### src/rtl/dmem_port_arbiter_pkg.sv
// ---------------------------------------------------------------------------
// dmem_port_arbiter_pkg
//   Shared definitions for the DMEM port arbiter and the CPU MEM stage:
//   - owner_e : encoding of who issued an outstanding DMEM read
//   - ACC_*   : access-type values carried on the *_we request signals
//   - cnt_width(): width needed for a counter that reaches a given limit
// ---------------------------------------------------------------------------
package dmem_port_arbiter_pkg;

  typedef enum logic [1:0] {
    OWN_NONE = 2'd0,
    OWN_CPU  = 2'd1,
    OWN_DMA  = 2'd2
  } owner_e;

  localparam logic ACC_LOAD  = 1'b0;
  localparam logic ACC_STORE = 1'b1;

  function automatic int cnt_width(input int limit);
    return (limit < 1) ? 1 : $clog2(limit + 1);
  endfunction

endpackage

### src/rtl/dmem_starve_counter.sv
// ---------------------------------------------------------------------------
// dmem_starve_counter
//   Counts consecutive contentions lost by the DMA port and flags when the
//   count has reached LIMIT, at which point the arbiter lets DMA win once.
//   Ports:
//     clk          in  system clock
//     rst_n        in  asynchronous active-low reset
//     i_lost       in  both ports requested and the CPU was granted
//     i_clear      in  DMA was granted or DMA is not requesting
//     o_at_limit   out counter equals LIMIT
// ---------------------------------------------------------------------------
module dmem_starve_counter
  import dmem_port_arbiter_pkg::*;
#(
  parameter int LIMIT = 4
) (
  input  logic clk,
  input  logic rst_n,
  input  logic i_lost,
  input  logic i_clear,
  output logic o_at_limit
);

  localparam int CW = cnt_width(LIMIT);
  localparam logic [CW-1:0] LIMIT_C = CW'(LIMIT);

  logic [CW-1:0] r_cnt;

  // NOTE: sequential state is updated with non-blocking assignments so every
  // flop samples pre-edge values regardless of block evaluation order.
  always_ff @(posedge clk or negedge rst_n) begin
    if (!rst_n) begin
      r_cnt <= '0;
    end else if (i_clear) begin
      r_cnt <= '0;
    end else if (i_lost && (r_cnt != LIMIT_C)) begin
      r_cnt <= r_cnt + 1'b1;
    end
  end

  assign o_at_limit = (r_cnt == LIMIT_C);

endmodule

### src/rtl/dmem_port_arbiter.sv
// ---------------------------------------------------------------------------
// dmem_port_arbiter
//   Shares a single-port synchronous DMEM between the CPU MEM-stage port and a
//   DMA/loader port. One access per cycle, CPU priority with bounded DMA
//   starvation, 1-cycle read data steered back to the issuing port, CPU stall
//   when the CPU loses arbitration.
//   Ports:
//     clk, reset                      clock, asynchronous active-low reset
//     cpu_req/we/addr/wdata           CPU request (held while cpu_stall=1)
//     cpu_stall                       CPU request not granted this cycle
//     cpu_rvalid, cpu_rdata           CPU load response
//     dma_req/we/addr/wdata           DMA request (held until dma_gnt)
//     dma_gnt                         DMA request accepted this cycle
//     dma_rvalid, dma_rdata           DMA read response
//     mem_en/we/addr/wdata            DMEM command
//     mem_rdata                       DMEM read data, 1 cycle after a read
// ---------------------------------------------------------------------------
module dmem_port_arbiter
  import dmem_port_arbiter_pkg::*;
#(
  parameter int WIDTH        = 12,
  parameter int DATA_WIDTH   = 16,
  parameter int STARVE_LIMIT = 4
) (
  input  logic                  clk,
  input  logic                  reset,
  input  logic                  cpu_req,
  input  logic                  cpu_we,
  input  logic [WIDTH-1:0]      cpu_addr,
  input  logic [DATA_WIDTH-1:0] cpu_wdata,
  output logic                  cpu_stall,
  output logic                  cpu_rvalid,
  output logic [DATA_WIDTH-1:0] cpu_rdata,
  input  logic                  dma_req,
  input  logic                  dma_we,
  input  logic [WIDTH-1:0]      dma_addr,
  input  logic [DATA_WIDTH-1:0] dma_wdata,
  output logic                  dma_gnt,
  output logic                  dma_rvalid,
  output logic [DATA_WIDTH-1:0] dma_rdata,
  output logic                  mem_en,
  output logic                  mem_we,
  output logic [WIDTH-1:0]      mem_addr,
  output logic [DATA_WIDTH-1:0] mem_wdata,
  input  logic [DATA_WIDTH-1:0] mem_rdata
);

  logic   w_at_limit;
  logic   w_dma_gnt;
  logic   w_cpu_gnt;
  owner_e r_rd_owner;
  owner_e w_rd_owner_nxt;

  // DMA wins when it is alone, or when it has lost STARVE_LIMIT contentions
  // in a row. Grants are forced low while reset is asserted so the DMEM sees
  // no access and the CPU stalls on any held request.
  assign w_dma_gnt = reset & dma_req & (~cpu_req | w_at_limit);
  assign w_cpu_gnt = reset & cpu_req & ~w_dma_gnt;

  assign dma_gnt   = w_dma_gnt;
  assign cpu_stall = cpu_req & ~w_cpu_gnt;

  dmem_starve_counter #(
    .LIMIT (STARVE_LIMIT)
  ) u_starve (
    .clk        (clk),
    .rst_n      (reset),
    .i_lost     (dma_req & w_cpu_gnt),
    .i_clear    (w_dma_gnt | ~dma_req),
    .o_at_limit (w_at_limit)
  );

  // NOTE: every output of this block gets a default first, so no path through
  // the if/else leaves a signal unassigned and no latch is inferred.
  always_comb begin
    mem_en         = 1'b0;
    mem_we         = 1'b0;
    mem_addr       = '0;
    mem_wdata      = '0;
    w_rd_owner_nxt = OWN_NONE;
    if (w_dma_gnt) begin
      mem_en    = 1'b1;
      mem_we    = dma_we;
      mem_addr  = dma_addr;
      mem_wdata = dma_wdata;
      if (dma_we == ACC_LOAD) w_rd_owner_nxt = OWN_DMA;
    end else if (w_cpu_gnt) begin
      mem_en    = 1'b1;
      mem_we    = cpu_we;
      mem_addr  = cpu_addr;
      mem_wdata = cpu_wdata;
      if (cpu_we == ACC_LOAD) w_rd_owner_nxt = OWN_CPU;
    end
  end

  // Tracks who owns the read data DMEM returns this cycle; reloaded every
  // edge so back-to-back reads pipeline and reset drops an in-flight response.
  always_ff @(posedge clk or negedge reset) begin
    if (!reset) begin
      r_rd_owner <= OWN_NONE;
    end else begin
      r_rd_owner <= w_rd_owner_nxt;
    end
  end

  assign cpu_rvalid = (r_rd_owner == OWN_CPU);
  assign dma_rvalid = (r_rd_owner == OWN_DMA);
  assign cpu_rdata  = mem_rdata;
  assign dma_rdata  = mem_rdata;

endmodule

### config.mk
export PLATFORM = sky130hd
export DESIGN_NAME = dmem_port_arbiter
export DESIGN_NICKNAME = d
export VERILOG_FILES = /design/src/rtl/dmem_port_arbiter_pkg.sv /design/src/rtl/dmem_starve_counter.sv /design/src/rtl/dmem_port_arbiter.sv
export SDC_FILE = /design/constraint.sdc
export NUM_CORES = 1
export LEC_CHECK = 0
export CORE_ASPECT_RATIO = 1.1
export CORE_MARGIN = 2
export CORE_UTILIZATION = 30
export DETAILED_ROUTE_END_ITERATION = 12
export GPL_TIMING_DRIVEN = 0
export PLACE_DENSITY = 0.95
export REMOVE_ABC_BUFFERS = 1
export SLEW_MARGIN = 10
export SYNTH_ARGS = -nofsm -noshare
export SYNTH_HDL_FRONTEND = slang
export SYNTH_HIERARCHICAL = 1
export SYNTH_SLANG_ARGS = --single-unit
### constraint.sdc
create_clock -name clk -period 6.55 [get_ports clk]
set_clock_uncertainty 0.1 [all_clocks]
set_input_delay 1.965 -clock clk [delete_from_list [all_inputs] [get_ports clk]]
set_output_delay 1.965 -clock clk [all_outputs]
set_load 0.01 [all_outputs]
**Cell outlines without signal wires**

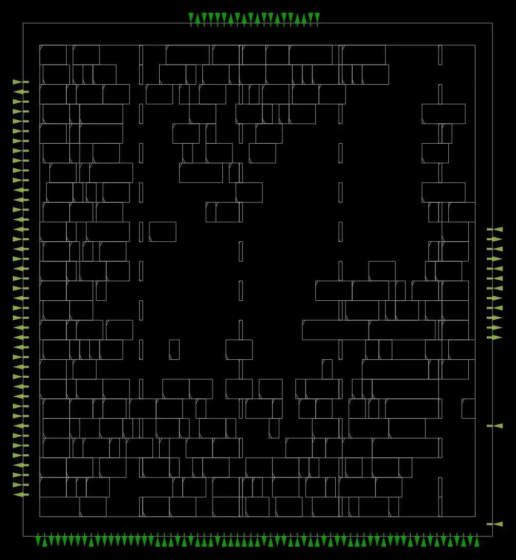
row cnt: 24
final core utilization: 49.9%
seq_cells: 5
non-filler cells, final: 275

**Where the registers sit**

Scale: 8 px per um. Other cells in gray.
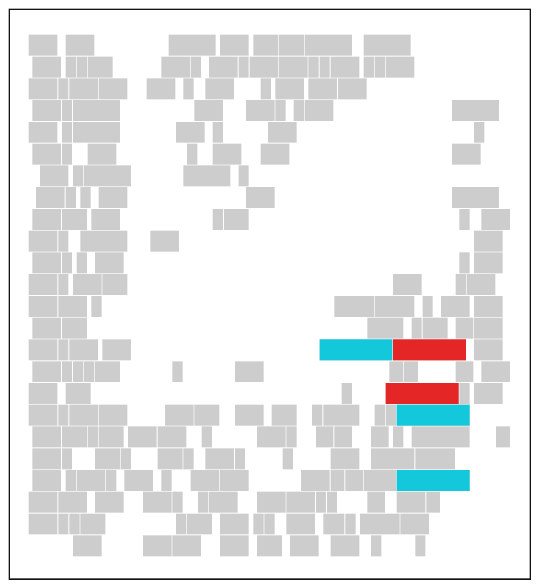
Cyan stands for u_starve/r_cnt, placed flops 3. Red stands for r_rd_owner, placed flops 2.
sequential group power: 32.2 uW
Seq/total area: 6.38%
Flop area: 125 um^2

==> flow_metrics.py <==
# Auto-generated metrics
metrics = {
    "drt": {
        "drtPass1Iterations": 4,
        "route.met3.wl_um": 658,
        "ant_nets": 0,
        "wl_per_cell_um": 15.6,
        "vias": 1399,
        "top_layer": "met5",
        "drc": 0,
        "drtIter0Drc": 42,
    },
    "global_route": {
        "use_met1_pct": 20.1,
        "met2_usage_pct": 27.0,
        "grt_usage_pct": 18.1,
        "grt_antenna_before_repair": 0,
        "grt_max_degree": 42,
        "grt-busiest-layer": "met2",
        "grt_remaining_overflow": 0,
        "grt_use_met3_pct": 12.4,
    },
    "critical_path": {
        "crit_top_cell": "clkdlybuf4s50_1",
        "cp-end-kind": "output port",
        "critical_path_buf_inv_count": 2,
        "startpoint_type": "primary input",
        "crit_type": "in2out",
        "critPathMaxFanout": 33,
        "cp_data_required_time_ns": 4.49,
        "crit_slowest_cell": "nor2b_4",
    },
    "cells_and_area": {
        "fin_area_um2": 1960,
        "diodes": 0,
        "largest_reg_flops": 3,
        "fill_cells": 364,
        "top_regs": "u_starve/r_cnt x3, r_rd_owner x2",
        "signal_buffers": 96,
        "clock_buffers": 4,
        "largestClassByArea": "buffers",
        "clk_share_pct": 2.30,
        "area_growth_pct": 60.0,
        "comb_area_um2": 746,
        "largest-register": "u_starve/r_cnt",
        "lay_top_count": "clkdlybuf4s50_1",
        "buffer_area_share_pct": 49.2,
        "layout.nets": 304,
    },
    "floorplan": {
        "die_h_um": 71.1,
        "core_um2": 3930,
        "io_pins": 144,
        "n_tap_cell": 52,
    },
    "synthesis": {
        "synth_top_flop_cell": "dfrtp_1",
        "synthArstFlopShare_pct": 100,
        "largest_area_cell": "buf_4",
        "top_cells_by_area": "buf_4, nand2_1, o32ai_1, o32ai_2, dfrtp_1",
        "ys_ff": 5,
        "xor_share_pct": 0,
        "synthCells": 172,
        "top_logic_kind": "AND-OR/OR-AND gates",
        "top_cell": "nand2_1",
        "ys_sh_mux_pct": 2.04,
        "top_area_share_pct": 20.2,
        "synth-seq-area-share_pct": 10.2,
        "ys_sh_adder_pct": 2.04,
    },
    "sta": {
        "setup_slack_ns": 0.474,
        "holdWs_ns": 0.486,
        "tightest_slew_ns": 0.893,
        "slew_violations": 0,
        "setup_viol": 0,
        "min_period_over_period_pct": 92.8,
        "fin_crit_ns": 6.08,
        "hold_violations": 0,
        "tns_ns": 0,
    },
    "power": {
        "seqPwrFrac_pct": 16.1,
        "switching_share_pct": 30.1,
        "p_leak_uw": 0.000734,
        "power_density_nw_per_um2": 102,
        "vdd_drop_max_v": 0.0000550,
        "clock_power_share_pct": 28.8,
    },
    "clock_tree": {
        "cts_setup_buffers": 0,
        "path_clk_slew_ns": 0.04,
        "cts_inserted_buffers": 3,
        "cts_max_path_buffers": 2,
        "htree_levels": 1,
        "tritoncts": "done",
        "cts_hold_buf": 0,
        "clock-sinks": 5,
        "post_cts_resized": 0,
    },
    "place": {
        "routabilityCongestion": 0.827,
        "post-dp-hpwl_um": 3260,
        "dp.cells": 271,
        "preCtsSetupSlack_ns": 0.466,
    },
    "status": {
        "status": "completed",
    },
    "run": {
        "drv_cap": 0,
    },
}
## path summary, 6_finish.rpt
path	start	end	slack (ns)	depth (start not counted)
setup / recovery	cpu_req	mem_wdata[10]	0.47	4
hold / removal	u_starve/r_cnt[1]	u_starve/r_cnt[1]	0.49	2
setup reg to reg	u_starve/r_cnt[0]	u_starve/r_cnt[0]	3.89	7
hold reg to reg	u_starve/r_cnt[1]	u_starve/r_cnt[1]	0.49	2
max in group asynchronous	reset	u_starve/r_cnt[2]	4.24	2
min in group asynchronous	reset	u_starve/r_cnt[0]	1.61	1
## power by group through the flow
stage          combinational [uW]  sequential (uW)  clock, uW
6_report                      110             32.2       57.5
5_1_grt                       119             32.3       59.8
4_1_cts                       111             32.2       58.4
3_5_place_dp                  111             32.6          0
3_3_place_gp                  109             32.5          0
2_1_floorplan                37.6             32.5          0
Power is estimated from default activity; no workload was simulated.
